## src/rtl/spi_controller.sv

```systemverilog
// SPI mode-3 master that streams a block of bytes between a byte-wide memory port and an SPI slave.
// Define SPI_LSB_FIRST_EN to shift LSB first on both mosi and miso (default: MSB first).
module spi_controller #(
    parameter int MEMORY_SIZE_IN_BYTES = 512,
    localparam int AW = (MEMORY_SIZE_IN_BYTES > 1) ? $clog2(MEMORY_SIZE_IN_BYTES) : 1
) (
    input  logic          clk,
    input  logic          rst_n,
    output logic          mosi,
    input  logic          miso,
    output logic          sclk,
    input  logic [7:0]    data_in,
    output logic [7:0]    data_out,
    output logic          wr,
    input  logic          op,
    input  logic          start,
    output logic [AW-1:0] address,
    input  logic [AW-1:0] size,
    output logic          done
);

    typedef enum logic [2:0] {
        IDLE,
        LOAD,
        SHIFT,
        STORE,
        DONE
    } state_e;

    localparam logic [AW:0] MEM_BYTES = (AW + 1)'(MEMORY_SIZE_IN_BYTES);

    state_e        state_q, state_d;
    logic          op_q, op_d;
    logic [AW-1:0] size_q, size_d;
    logic [AW-1:0] address_q, address_d;
    logic [7:0]    shreg_q, shreg_d;
    logic [7:0]    data_out_q, data_out_d;
    logic [3:0]    bit_cnt_q, bit_cnt_d;
    logic          sclk_q, sclk_d;
    logic          mosi_q, mosi_d;
    logic          wr_q, wr_d;
    logic          done_q, done_d;

    logic [7:0]    shreg_next;
    logic          mosi_bit;
    logic [AW-1:0] size_clamped;

`ifdef SPI_LSB_FIRST_EN
    assign shreg_next = {miso, shreg_q[7:1]};
    assign mosi_bit   = shreg_q[0];
`else
    assign shreg_next = {shreg_q[6:0], miso};
    assign mosi_bit   = shreg_q[7];
`endif

    // Only reachable for non-power-of-two depths; keeps the last address inside the memory.
    assign size_clamped = ({1'b0, size} > MEM_BYTES) ? MEM_BYTES[AW-1:0] : size;

    always_comb begin
        state_d    = state_q;
        op_d       = op_q;
        size_d     = size_q;
        address_d  = address_q;
        shreg_d    = shreg_q;
        data_out_d = data_out_q;
        bit_cnt_d  = bit_cnt_q;
        sclk_d     = sclk_q;
        mosi_d     = mosi_q;
        wr_d       = 1'b0;
        done_d     = done_q;

        case (state_q)
            IDLE: begin
                if (start) begin
                    op_d      = op;
                    size_d    = size_clamped;
                    address_d = '0;
                    done_d    = 1'b0;
                    state_d   = (size_clamped == '0) ? DONE : LOAD;
                end
            end
            LOAD: begin
                shreg_d   = op_q ? data_in : 8'h00;
                bit_cnt_d = 4'd0;
                sclk_d    = 1'b1;
                state_d   = SHIFT;
            end
            SHIFT: begin
                bit_cnt_d = bit_cnt_q + 4'd1;
                if (!bit_cnt_q[0]) begin
                    sclk_d = 1'b0;
                    mosi_d = op_q ? mosi_bit : 1'b1;
                end else begin
                    sclk_d  = 1'b1;
                    shreg_d = shreg_next;
                    if (bit_cnt_q == 4'd15) begin
                        state_d = STORE;
                        // NOTE: wr and data_out are raised on entry so they are valid during
                        // STORE, while address still names the byte just received.
                        if (!op_q) begin
                            wr_d       = 1'b1;
                            data_out_d = shreg_next;
                        end
                    end
                end
            end
            STORE: begin
                if (address_q == size_q - AW'(1)) begin
                    state_d = DONE;
                end else begin
                    address_d = address_q + AW'(1);
                    state_d   = LOAD;
                end
            end
            DONE: begin
                done_d  = 1'b1;
                sclk_d  = 1'b1;
                mosi_d  = 1'b1;
                state_d = IDLE;
            end
            default: state_d = IDLE;
        endcase
    end

    // NOTE: every piece of state is a plain flop with an async reset; there is no storage array here.
    always_ff @(posedge clk or negedge rst_n) begin
        if (!rst_n) begin
            state_q    <= IDLE;
            op_q       <= 1'b0;
            size_q     <= '0;
            address_q  <= '0;
            shreg_q    <= 8'h00;
            data_out_q <= 8'h00;
            bit_cnt_q  <= 4'd0;
            sclk_q     <= 1'b1;
            mosi_q     <= 1'b1;
            wr_q       <= 1'b0;
            done_q     <= 1'b0;
        end else begin
            state_q    <= state_d;
            op_q       <= op_d;
            size_q     <= size_d;
            address_q  <= address_d;
            shreg_q    <= shreg_d;
            data_out_q <= data_out_d;
            bit_cnt_q  <= bit_cnt_d;
            sclk_q     <= sclk_d;
            mosi_q     <= mosi_d;
            wr_q       <= wr_d;
            done_q     <= done_d;
        end
    end

    assign sclk     = sclk_q;
    assign mosi     = mosi_q;
    assign wr       = wr_q;
    assign done     = done_q;
    assign address  = address_q;
    assign data_out = data_out_q;

endmodule

```

## config.mk

```make
export PLATFORM = sky130hd
export DESIGN_NAME = spi_controller
export DESIGN_NICKNAME = d
export VERILOG_FILES = /design/src/rtl/spi_controller.sv
export SDC_FILE = /design/constraint.sdc
export NUM_CORES = 1
export LEC_CHECK = 0
export ABC_AREA = 1
export ABC_CLOCK_PERIOD_IN_PS = 4890
export CAP_MARGIN = 20
export CELL_PAD_IN_SITES_DETAIL_PLACEMENT = 1
export CELL_PAD_IN_SITES_GLOBAL_PLACEMENT = 2
export CORE_MARGIN = 4
export CORE_UTILIZATION = 32
export DETAILED_ROUTE_END_ITERATION = 10
export PLACE_DENSITY_LB_ADDON = 0.12
export SYNTH_ARGS = -nofsm -noshare
export SYNTH_HDL_FRONTEND = slang
export SYNTH_SLANG_ARGS = --single-unit
```

## constraint.sdc

```tcl
create_clock -name clk -period 4.89 [get_ports clk]
set_input_delay 0.978 -clock clk [delete_from_list [all_inputs] [get_ports clk]]
set_output_delay 0.978 -clock clk [all_outputs]
set_load 0.1 [all_outputs]
```

### Track usage over the die, run 1

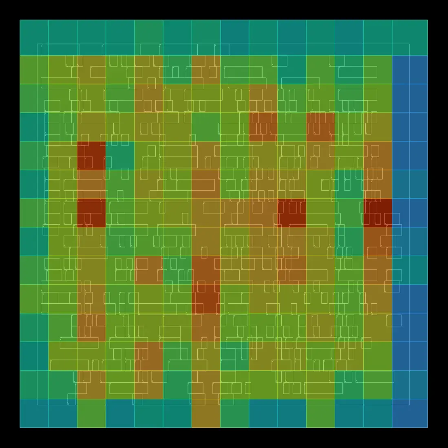
met2 GRT Util: 0.276
all-layer global routing usage: 0.162
met1 Resource Use GR: 0.210
M3 GR Usage: 0.0279

### Sequential cells grouped by signal name, run 1

(4 px per um)
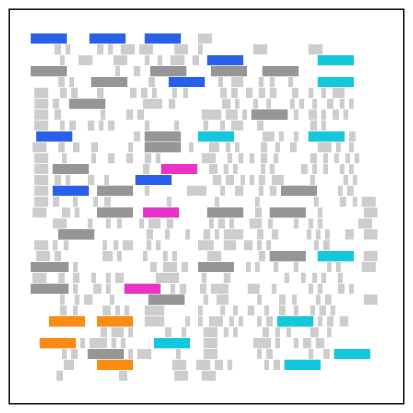
Orange stands for `bit_cnt_q`, placed flops 4, where bottom left. Magenta stands for `state_q`, placed flops 3. Blue stands for `data_out`, placed flops 8. Cyan stands for `size_q`, placed flops 9.
Another 22 sequential cells are not colored.
sequential cell area: 1150 um2
Finished Core Util: 0.412
Seq group: 0.000581 W
sequential share of cell area: 0.359

### Clock network drawn from the DEF, run 1

(6 px per um)
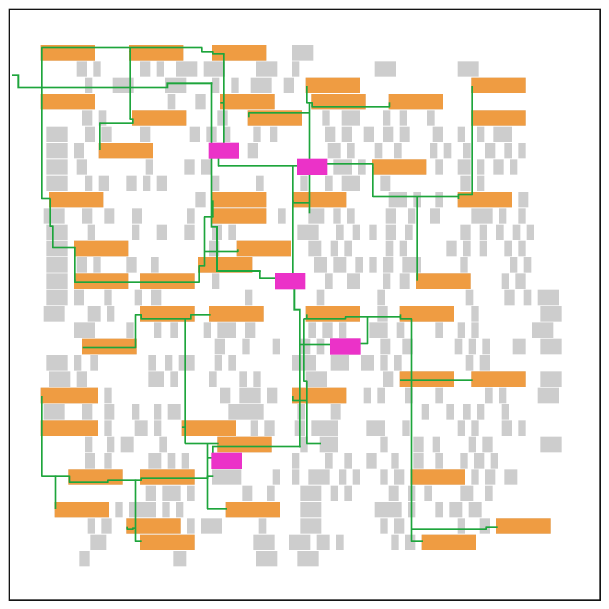
Orange stands for flip-flops, count 46. Magenta stands for cells driving clock nets, count 5. Green stands for clock wires, length 700 um.
Position of the flops: spread over the die. There are 6 routed clock nets.
clk_lat worst skew: 0.31 ns
P_clk: 0.000260 W
Setup Skew: 0.00817 ns
Clk pwr share: 0.157

==> out/metrics.cfg, run 1 <==
[clocking]
cts_tree=built
cts_num_sinks=46
cts_buffers=5
clk_pin_slew_worst_paths_ns=0.09
post_cts_buffers=0

[global_route]
grt_pass1_vias=2546
grt_max_degree=47
grt_pass1_wl_um=12600

[routing]
drt_iter0_drc=63
via_per_inst=4.78
final_antenna_net_count=0
wirelength_um=7250
drtPass1Iterations=4
remaining_drc_errors=0

[layout]
lay_top_count=nand2_1
final_cell_count_no_fill=501
final_nets=423

[floorplanning]
fp-utilization=0.334
dieArea_um2=9650
rows=32
coreArea_um2=7810
io_pins=43

[power_and_ir_drop]
vdd_drop_max_mv=0.348
p_total_w=0.00166

[logic_synthesis]
yosys_cells=356
xor_share=0.0336
mux_share=0
yosys.area_share.adder=0.0144
synth_seq_share=0.443
synthCells=356
simple_gate_share=0.339
ys_warn_count=0

[placement]
port_buffers=42
dpl.hpwl_um=5560

[timing]
whs_ns=0.494
setup_viol=0
rsz0062_at_grt=false
setup-tns-final_ns=0
fin_crit_ns=2.96
maxClockFrequency_ghz=0.338
slew_headroom=0.341

[setup_path]
path_max_fanout=6
max_stage_delay_ns=1.19
cp.arrival_ns=1.98
required_ns=3.91
cpMaxStageDelayCell=clkdlybuf4s50_1
setup.worst_path.start_class=flip-flop

[worst_hold_path]
hold_path_class=flip-flop to flip-flop

[run_status]
status=finished clean

[flow_run]
warnings=26

-- run 1: logic make-up after synthesis --
group,after synthesis
AND-OR/OR-AND,42
XOR/XNOR,10
adder cells (fa/ha/maj),3
buffers and inverters,56
flip-flops,46
AND/OR/NAND/NOR,199
-- run 1: cells in the mapped netlist (all sizes together) --
library cell  instances  area (um2)
and3                  2        12.5
xnor2                 2        17.5
nand2               105         412
ha                    3        37.5
buf                   6        35.0
nand4                 1        6.26
clkbuf                3        11.3
a21oi                 2        13.8
nor4                  2        12.5
nor2                 37         154
o211ai                1        7.51
o21ai                36         180
dfstp                 2        52.6
inv                  47         176
or2                   1        6.26
nor3                  6        46.3
nand3                45         235
dfrtp                44        1100
xor2                  8        70.1
o22ai                 2        12.5
a31oi                 1        6.26
-- run 1: final timing paths --
check / depth (start not counted) / to / startpoint / slack, ns
max in group asynchronous: 2 / data_out[1] / rst_n / 3.71
hold reg to reg: 2 / mosi / mosi / 0.49
setup reg to reg: 12 / address[7] / size_q[0] / 2.79
setup / recovery: 1 / address[2] / address[2] / 1.93
min in group asynchronous: 2 / bit_cnt_q[1] / rst_n / 0.76
hold / removal: 2 / mosi / mosi / 0.49
-- run 1: where the power goes --
group | internal, W | leakage, nW | switching (W)
sequential | 0.000487 | 0.599 | 0.0000938
combinational | 0.000244 | 0.831 | 0.000575
clock | 0.000117 | 0.0478 | 0.000143
total | 0.000847 | 1.48 | 0.000812
-- run 1: layer usage --
metal / up-vias / track usage / part of all wire
met2: 33 / 0.276 / 0.50
met1: 1141 / 0.210 / 0.46
met5: - / 0 / 0
li1: 1212 / - / -
met3: 11 / 0.0279 / 0.025
met4: 0 / 0.0504 / 0.018
-- run 1: cell type report --
class,instances,share of cell area
multi-input combinational,254,0.382
sequential,46,0.359
timing repair buffer,44,0.134
inverter,47,0.0548
tap,102,0.0397
clock buffer,6,0.0257
clock inverter,2,0.00506
-- run 1: stage by stage --
| step | setup WS [ns] | cell area, um2 | util |
|---|---|---|---|
| after floorplan | 2.80 | 2610 | - |
| after global placement | 2.27 | 3120 | 0.399 |
| after detailed placement | 2.27 | 3120 | 0.399 |
| after CTS | 1.92 | 3220 | 0.412 |
| after global routing | 1.88 | 3220 | 0.412 |
| final | 1.93 | 3220 | 0.412 |
-- run 1: sequential cells by signal, summed over array words and instances (netlist names) --
register and count:
data_out 8, state_q 3, mosi 1, sclk 1, address 9, done 1
wr 1, size_q 9, op_q 1, shreg_q 8, bit_cnt_q 4
### Supply network, run 1

(4 px per um) Pins as bars on the die edge.
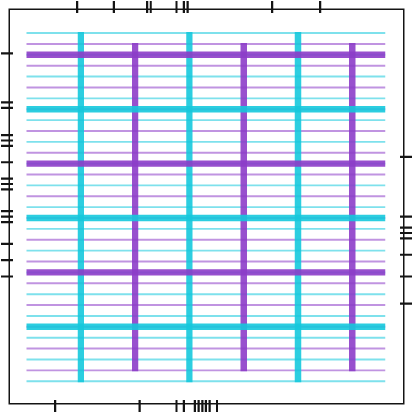

--- run 2 (diff from run 1) ---
ABC_CLOCK_PERIOD_IN_PS = 2600   (was 4890)
CORE_UTILIZATION = 27   (was 32)
clock period = 2.6 ns   (was 4.89 ns; I/O delays follow)
### Supply network, run 2

(4 px per um) Pins as bars on the die edge.
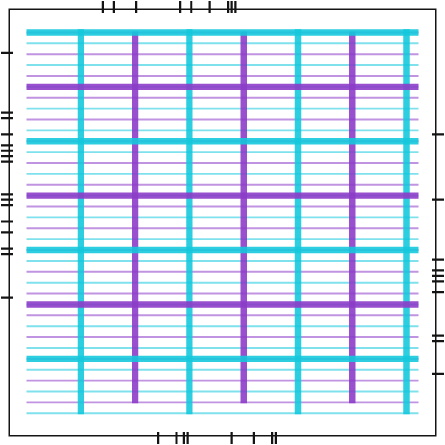
Cyan stands for VSS. Purple stands for VDD.
43 signal pins sit on the boundary. 7 straps on met4. 36 met1 rails follow the rows. The core has 35 rows. 7 straps on met5.
Die X: 106 um
Core Area: 9330 um2

### Track usage over the die, run 2

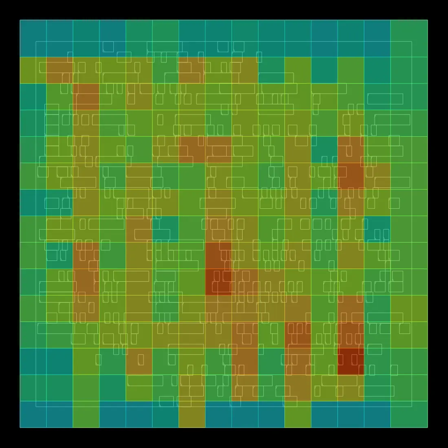
Finished Core Util: 0.346
all-layer global routing usage: 0.149
WL/cell: 14.6 um

==> out/metrics.cfg, run 2 <==
[floorplanning]
io_pins=43

[timing]
maxClockFrequency_ghz=0.512
setup-tns-final_ns=0
setup_viol=0
whs_ns=0.129
fin_crit_ns=1.95

[clocking]
cts_buffers=5
clock_latency_ns=0.31
cts_tree=built
clk_pin_slew_worst_paths_ns=0.10
cts_num_sinks=46

[setup_path]
r2r_cells=12
cpMaxStageDelayCell=dfrtp_1
reg2reg_slack_ns=0.65
cp.arrival_ns=2.15
setup.worst_path.start_class=flip-flop
path_max_fanout=8
r2r-end=address[3]

[logic_synthesis]
yosys_cells=356
mux_share=0
yosys.area_share.adder=0.0144
edf_count=0
yosysTopAreaCell=dfrtp_1
simple_gate_share=0.339
most_common_cell=nand2_1
async_flop_share=1.00
synthCells=356

[global_route]
grt_pass1_wl_um=13400
grt_max_degree=31

[run_status]
status=finished clean

[routing]
route.met3.wl_um=231
dr_wl_met2_um=3830
via_per_inst=4.46
final_antenna_net_count=0
drt_iter0_drc=36

[worst_hold_path]
hold_path_class=primary input to async pin

## run 2: cell counts after synthesis
Identical to the previous run, type by type.
## run 2: how the worst min path moves through the flow
| stage | from | end | slack [ns] | cells after the start |
|---|---|---|---|---|
| finish | rst_n | size_q[7] | 0.13 | 1 |
| global route | rst_n | size_q[7] | 0.17 | 1 |
| CTS | rst_n | size_q[7] | 0.15 | 1 |
| detailed placement | data_out[0] | data_out[0] | 0.47 | 2 |
| floorplan | rst_n | address[0] | 0.22 | 0 |
| global placement | data_out[5] | data_out[5] | 0.47 | 2 |
## run 2: area by class of cell
class / count / area share
multi-input combinational: 254 / 0.381
timing repair buffer: 46 / 0.122
clock buffer: 5 / 0.0213
sequential: 46 / 0.358
inverter: 47 / 0.0547
clock inverter: 3 / 0.0136
tap: 129 / 0.0500
## run 2: logic make-up (layout without fill, tap and decap cells)
| group | Yosys count | after routing |
|---|---|---|
| DFF | 46 | 46 |
| buffers and inverters | 56 | 101 |
| xor gates and xnor gates | 10 | 10 |
| AOI/OAI and AO/OA | 42 | 42 |
| and+or+nand+nor | 199 | 199 |
| adders and majority gates | 3 | 3 |
## run 2: per-layer routing
layer  GRT usage  vias up
met5           0        -
met4      0.0278        0
li1            -     1211
met1       0.193     1119
met2       0.264       32
met3      0.0249        2
## run 2: report_power, final
group | switching (W) | internal [W]
combinational | 0.00107 | 0.000458
sequential | 0.000190 | 0.000916
clock | 0.000281 | 0.000289
total | 0.00154 | 0.00166
## run 2: through the flow
| step | total power (W) | setup slack (ns) | utilization | instances |
|---|---|---|---|---|
| 6_report | 0.00320 | 0.647 | 0.346 | 530 |
| 3_3_place_gp | 0.00266 | 0.399 | 0.334 | 522 |
| 5_1_grt | 0.00354 | 0.373 | 0.346 | 530 |
| 4_1_cts | 0.00326 | 0.630 | 0.346 | 530 |
| 2_1_floorplan | 0.00226 | 0.512 | - | 356 |
| 3_5_place_dp | 0.00268 | 0.525 | 0.334 | 522 |
Power is estimated from default activity; no workload was simulated.
